Met1 routing:
(1 px per micron) Cells faint in the background.
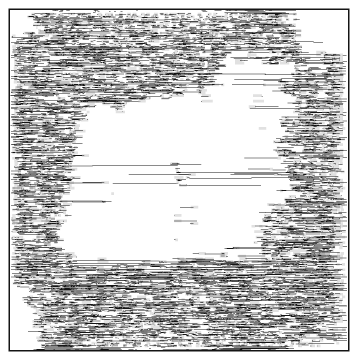
Metal 2:
(1.5 px per micron)
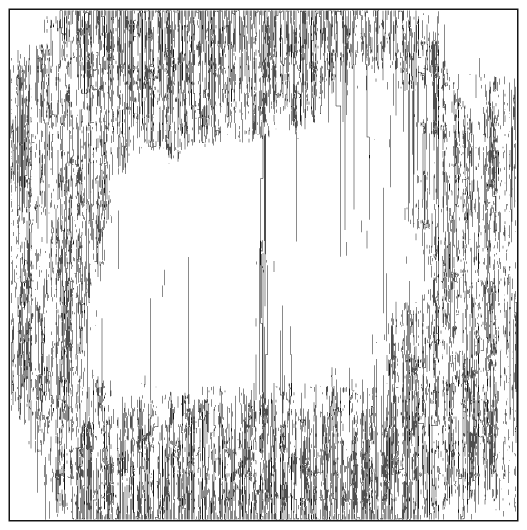
M3 wires:
(1 px per micron) Cells faint in the background.
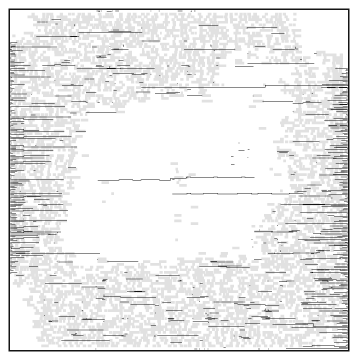
Met4 routing:
(1 px per micron) Cells faint in the background.
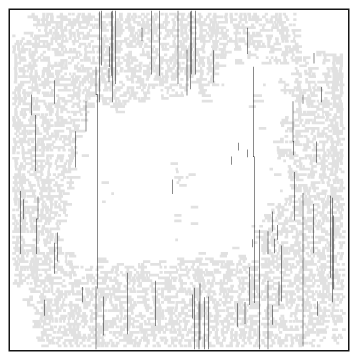
**src/rtl/axis_width_combine.sv**
```systemverilog
// rtl/axis_width_combine.sv - packs pairs of 256-bit AXI-Stream beats into 512-bit beats
module axis_width_combine #(
    parameter int S_DATA_WIDTH = 256,
    parameter int S_KEEP_WIDTH = S_DATA_WIDTH / 8,
    parameter int M_DATA_WIDTH = 2 * S_DATA_WIDTH,
    parameter int M_KEEP_WIDTH = 2 * S_KEEP_WIDTH
) (
    input  logic                    axis_aclk,
    input  logic                    axis_areset,
    input  logic                    s_axis_tvalid,
    output logic                    s_axis_tready,
    input  logic [S_DATA_WIDTH-1:0] s_axis_tdata,
    input  logic [S_KEEP_WIDTH-1:0] s_axis_tkeep,
    input  logic                    s_axis_tlast,
    output logic                    m_axis_tvalid,
    input  logic                    m_axis_tready,
    output logic [M_DATA_WIDTH-1:0] m_axis_tdata,
    output logic [M_KEEP_WIDTH-1:0] m_axis_tkeep,
    output logic                    m_axis_tlast,
    output logic                    keep_err
);

    // LO: next accepted beat is the lower half; HI: lower half is held
    typedef enum logic {
        LO = 1'b0,
        HI = 1'b1
    } state_t;

    state_t                  state;
    logic [S_DATA_WIDTH-1:0] hold_data;
    logic [S_KEEP_WIDTH-1:0] hold_keep;
    logic                    out_free;
    logic                    accept;
    logic                    partial_keep;

    // Output register can take a new beat when empty or draining this cycle.
    // tready is kept independent of tdata/tlast, so it is out_free in both states.
    assign out_free      = !m_axis_tvalid || m_axis_tready;
    assign s_axis_tready = out_free;
    assign accept        = s_axis_tvalid && out_free;
    assign partial_keep  = (s_axis_tkeep != {S_KEEP_WIDTH{1'b1}});

    // Lower/upper half sequencing; any tlast returns to LO so packets never share a beat
    always_ff @(posedge axis_aclk) begin
        if (axis_areset) begin
            state <= LO;
        end else if (accept) begin
            if (state == LO) begin
                state <= s_axis_tlast ? LO : HI;
            end else begin
                state <= LO;
            end
        end
    end

    // Capture the earlier beat of a pair; it stays put while the output is stalled
    always_ff @(posedge axis_aclk) begin
        if (axis_areset) begin
            hold_data <= '0;
            hold_keep <= '0;
        end else if (accept && state == LO && !s_axis_tlast) begin
            hold_data <= s_axis_tdata;
            hold_keep <= s_axis_tkeep;
        end
    end

    // Output register: loads on a completing beat, clears valid when drained, freezes when stalled
    always_ff @(posedge axis_aclk) begin
        if (axis_areset) begin
            m_axis_tvalid <= 1'b0;
            m_axis_tdata  <= '0;
            m_axis_tkeep  <= '0;
            m_axis_tlast  <= 1'b0;
        end else if (out_free) begin
            m_axis_tvalid <= 1'b0;
            if (accept) begin
                if (state == HI) begin
                    m_axis_tvalid <= 1'b1;
                    m_axis_tdata  <= {s_axis_tdata, hold_data};
                    m_axis_tkeep  <= {s_axis_tkeep, hold_keep};
                    m_axis_tlast  <= s_axis_tlast;
                end else if (s_axis_tlast) begin
                    // Odd-length packet end: upper half zero-filled with no keep bits
                    m_axis_tvalid <= 1'b1;
                    m_axis_tdata  <= {{S_DATA_WIDTH{1'b0}}, s_axis_tdata};
                    m_axis_tkeep  <= {{S_KEEP_WIDTH{1'b0}}, s_axis_tkeep};
                    m_axis_tlast  <= 1'b1;
                end
            end
        end
    end

    // Informational pulse for a non-last beat that does not fill all byte lanes
    always_ff @(posedge axis_aclk) begin
        if (axis_areset) begin
            keep_err <= 1'b0;
        end else begin
            keep_err <= accept && !s_axis_tlast && partial_keep;
        end
    end

endmodule

```
**config.mk**
```make
export PLATFORM = sky130hd
export DESIGN_NAME = axis_width_combine
export DESIGN_NICKNAME = d
export VERILOG_FILES = /design/src/rtl/axis_width_combine.sv
export SDC_FILE = /design/constraint.sdc
export NUM_CORES = 2
export LEC_CHECK = 0
export CAP_MARGIN = 15
export CORE_AREA = 2 2 336 338
export DETAILED_ROUTE_END_ITERATION = 10
export DIE_AREA = 0 0 338 340
export GPL_ROUTABILITY_DRIVEN = 0
export SETUP_SLACK_MARGIN = 0.02
export SYNTH_ARGS = -nofsm -noshare
export SYNTH_HDL_FRONTEND = slang
export SYNTH_SLANG_ARGS = --single-unit
```
**constraint.sdc**
```tcl
create_clock -name axis_aclk -period 2.3 [get_ports axis_aclk]
set_input_delay 0.46 -clock axis_aclk [delete_from_list [all_inputs] [get_ports axis_aclk]]
set_output_delay 0.46 -clock axis_aclk [all_outputs]
set_load 0.05 [all_outputs]
```
==> flow_summary.yaml <==
# flow metrics
power_and_ir_drop:
  p_int_w: 0.0278
  p_leak_nw: 19.4
  combinationalPowerShare_pct: 18.0
timing:
  fin_setup_tns_ns: 0
  fmax_mhz: 460
  clock_skew_ns: 0.0386
  setup_viol: 0
  maxSlewViolCount: 0
  tightest_slew_ns: 1.01
  finalClockPeriodUsage_pct: 94.5
global_routing:
  grt_antenna_before_repair: 9
final_layout:
  nNetsFinal: 3862
  largest_cell_class: "flip-flops and latches"
  fin_util_pct: 40.7
  clockBufferCount: 139
  logic_gate_count: 1480
  fill_cells: 10900
synthesis:
  yosys_cells: 2674
  postSynthSeqShare_pct: 56.1
  most_common_cell: "dfxtp_1"
clock_tree:
  h-tree-depth: 3
  clkLatencyLatePin_ns: 0.69
  cts_buffers: 94
drt:
  drc_errors: 0
  drtPass1Iterations: 5
  met3WireLength_microns: 7960
flow_run:
  tool_warnings: 38
  cap_violations: 0
setup_path:
  critical_path_class: "primary input to output port"
  crit_top_cell: "buf_12"
  max_stage_delay_ns: 0.51
  crit_family: "buffers and inverters"
  critPathLaunchType: "primary input"
outcome:
  status: "finished clean"
min_path:
  min_path_cells: 2
  holdPathEnd: "m_axis_tdata[243]$_SDFFE_PP0P_"
floorplanning:
  die_y_microns: 340
About 'met1 routing':
main direction	horizontal
nets with wire on the layer	3575
share of all routed wire	42%
longest straight run	113 microns
detailed-route via count: 26900
met1 Resource Use GR: 25.7%
final WL: 122000 microns

About 'metal 2':
main direction	vertical
wire length on this layer	58.6 mm
share of all routed wire	48%
GR met2 Demand/Resource: 33.9%

About 'M3 wires':
longest straight run	124 microns
nets with wire on the layer	557
met3 Use GR: 4.32%

About 'met4 routing':
longest straight run	194 microns
wire length on this layer	3400 microns
share of all routed wire	2.8%
main direction	vertical
nets with wire on the layer	47

